--- src/rtl/tcam_search_engine.sv ---
// rtl/tcam_search_engine.sv - ternary CAM with per-bit care masks and a two-stage search pipeline
module tcam_search_engine #(
   parameter int WORD_WIDTH  = 8,
   parameter int MEMORY_SIZE = 20,
   localparam int ADDR_W     = $clog2(MEMORY_SIZE)
) (
   input  logic                   clk,
   input  logic                   reset,
   input  logic                   wr_en,
   input  logic [ADDR_W-1:0]      wr_addr,
   input  logic [WORD_WIDTH-1:0]  wr_data,
   input  logic [WORD_WIDTH-1:0]  wr_care,
   input  logic                   wr_valid,
   input  logic                   search_valid,
   input  logic [WORD_WIDTH-1:0]  search_key,
   output logic                   search_ready,
   output logic                   result_valid,
   output logic                   hit,
   output logic [ADDR_W-1:0]      hit_addr,
   output logic                   multi_hit,
   output logic [MEMORY_SIZE-1:0] match_vec
);

   logic [WORD_WIDTH-1:0]  data_q [MEMORY_SIZE];
   logic [WORD_WIDTH-1:0]  care_q [MEMORY_SIZE];
   logic [MEMORY_SIZE-1:0] valid_q;

   logic [MEMORY_SIZE-1:0] match_now;
   logic [MEMORY_SIZE-1:0] s1_match;
   logic                   s1_valid;
   logic                   search_fire;

   logic                   enc_found;
   logic                   enc_multi;
   logic [ADDR_W-1:0]      enc_addr;

   assign search_ready = ~wr_en;
   assign search_fire  = search_valid & search_ready;

   always_comb begin
      match_now = '0;
      for (int i = 0; i < MEMORY_SIZE; i++) begin
         match_now[i] = valid_q[i] && (((search_key ^ data_q[i]) & care_q[i]) == '0);
      end
   end

   // Lowest set index wins; any later set bit marks a multi-hit.
   always_comb begin
      enc_found = 1'b0;
      enc_multi = 1'b0;
      enc_addr  = '0;
      for (int i = 0; i < MEMORY_SIZE; i++) begin
         if (s1_match[i]) begin
            if (enc_found) begin
               enc_multi = 1'b1;
            end else begin
               enc_found = 1'b1;
               enc_addr  = ADDR_W'(i);
            end
         end
      end
   end

   // Out-of-range write addresses never equal any entry index, so they fall through.
   always_ff @(posedge clk or negedge reset) begin
      if (!reset) begin
         valid_q <= '0;
         for (int i = 0; i < MEMORY_SIZE; i++) begin
            data_q[i] <= '0;
            care_q[i] <= '0;
         end
      end else begin
         for (int i = 0; i < MEMORY_SIZE; i++) begin
            if (wr_en && (wr_addr == ADDR_W'(i))) begin
               data_q[i]  <= wr_data;
               care_q[i]  <= wr_care;
               valid_q[i] <= wr_valid;
            end
         end
      end
   end

   always_ff @(posedge clk or negedge reset) begin
      if (!reset) begin
         s1_valid     <= 1'b0;
         s1_match     <= '0;
         result_valid <= 1'b0;
         hit          <= 1'b0;
         hit_addr     <= '0;
         multi_hit    <= 1'b0;
         match_vec    <= '0;
      end else begin
         s1_valid     <= search_fire;
         result_valid <= s1_valid;
         if (search_fire) begin
            s1_match <= match_now;
         end
         if (s1_valid) begin
            hit       <= enc_found;
            hit_addr  <= enc_addr;
            multi_hit <= enc_multi;
            match_vec <= s1_match;
         end
      end
   end

endmodule
--- config.mk ---
export PLATFORM = sky130hd
export DESIGN_NAME = tcam_search_engine
export DESIGN_NICKNAME = d
export VERILOG_FILES = /design/src/rtl/tcam_search_engine.sv
export SDC_FILE = /design/constraint.sdc
export NUM_CORES = 1
export LEC_CHECK = 0
export CORE_MARGIN = 4
export CORE_UTILIZATION = 40
export CTS_BUF_LIST = sky130_fd_sc_hd__clkbuf_16
export DETAILED_ROUTE_END_ITERATION = 6
export PLACE_DENSITY_LB_ADDON = 0.1
export SLEW_MARGIN = 20
export SYNTH_ARGS = -nofsm -noshare
export SYNTH_HDL_FRONTEND = slang
export SYNTH_SLANG_ARGS = --single-unit
--- constraint.sdc ---
create_clock -name clk -period 4.23 [get_ports clk]
set_input_delay 0.846 -clock clk [delete_from_list [all_inputs] [get_ports clk]]
set_output_delay 0.846 -clock clk [all_outputs]
set_load 0.05 [all_outputs]
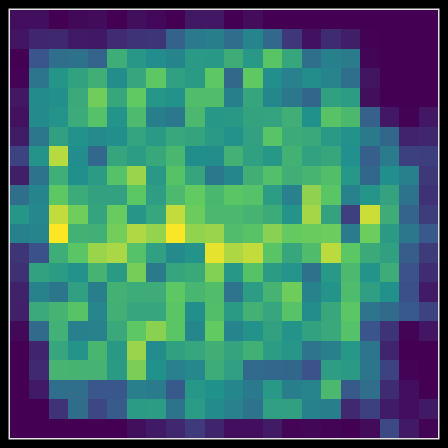
*Wire density map*
22 x 22 tiles, from dark purple (low) to yellow (high), scaled to the fullest tile. Values are wire area over tile area, all layers added.
mean over tiles	0.16
densest ninth of the die	middle
emptiest ninth of the die	top right
nearly empty tiles	11%
final WL: 48,070 um
DR WL/cell: 24.92 um
Vias: 10,400
GR Util All Layers: 20.45%

==> impl_metrics.csv <==
group,metric,value,unit
yosys,synthFlopType,"dfrtp_1",
clock_network,cts_resized,0,
detailed_routing,drt_iter0_drc,661,
setup_path,crit_type,"in -> out",
timing,worst_slew_pin_slew,0.8779,ns
die,rows,76,
detailed_routing,drt_first_pass_iters,5,
setup_path,crit_start,"wr_en",
yosys,ys_cells,1249,
grt,met1_usage,30.53,%
placed_design,placed_cells,1848,
clock_network,cts_hold_buf,0,
cells_and_area,clkbuf_count,45,
clock_network,clockBufferDepth,3,
yosys,synthArstFlopShare,100.0,%
cells_and_area,top_regs,"care_q (160), data_q (160)",
cells_and_area,diodes,1,
timing,period_needed,3.173,ns
cells_and_area,regArea,9734,sq um
cells_and_area,nMultiInputCombCells,762,
cells_and_area,inverters,8,
power,clock_net_power,3.80,mW
yosys,ys_seq_share,55.01,%
detailed_routing,drc,0,
cells_and_area,mostFrequentLayoutCells,"dfrtp_1, mux2_2, xor2_1",
timing,finalHoldViolCount,0,
setup_path,path_delay_family,"buffers and inverters",
yosys,synth.avg_cell_area,14.17,sq um
yosys,common_cells,"dfrtp_1, mux2_2, xor2_1",
timing,finalWorstSetupSlack,1.057,ns
timing,finalMaxSlewViolations,0,
yosys,synth.logic.top_family,"multiplexers",
setup_path,cp_data_required_time,3.38,ns
power,p_sw,3.242,mW
cells_and_area,comb_share,36.57,%
placed_design,dpl_cell_area,18900,sq um
yosys,top_cell,"dfrtp_1",
flow_run,warning_count,26,
die,ioPinCount,63,
cells_and_area,fin_area,20320,sq um
setup_path,crit_top_cell,"clkdlybuf4s50_1",
setup_path,path_max_fanout,5,
die,fp_util,40.81,%
timing,rsz0062_at_grt,"false",
grt,met3_usage,3.156,%
grt,antenna_found_initial,2,
cells_and_area,mi_logic_area,7433,sq um
timing,slew_headroom,41.29,%
power,power.internal,7.826,mW
cells_and_area,lay_top_count,"dfrtp_1",
timing,fin_crit_sh,75.01,%
yosys,synth.area.mux_share,24.03,%
yosys,yosys_area,17700,sq um
power,clock_power_share,34.3,%
setup_path,path_cells,"clkdlybuf4s50_1 > inv_2 > clkdlybuf4s50_1",
placed_design,post-place-ws,0.9743,ns
setup_path,cpMaxStageDelayCell,"clkdlybuf4s50_1",
power,comb-power,2.27,mW
clock_network,cts.sinks,389,
outcome,outcome,"finished clean",
die,core,43360,sq um
grt,grt_overflow,0,
setup_path,slowest_delay,0.85,ns
yosys,edf_count,0,
die,taps,585,
setup_path,r2r-end,"multi_hit",
hold_path,hp-class,"in -> async",
clock_network,cts_inserted_buffers,44,
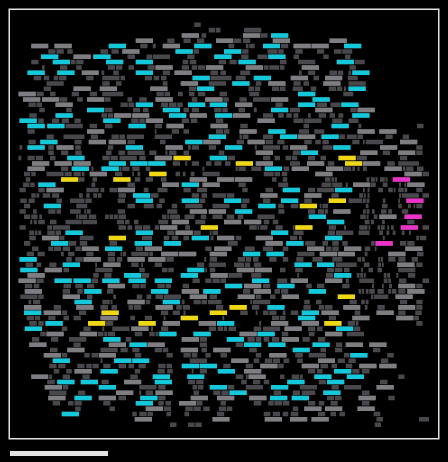
*Sequential cells grouped by signal name*
Bar = 50 um. Other sequential cells in the stronger grey, the rest of the logic in the fainter grey.
colour	signal	placed flops
cyan	`care_q`	160
yellow	`valid_q`	20
magenta	`hit_addr`	5
not coloured	204

Power and IR drop assume default switching activity.
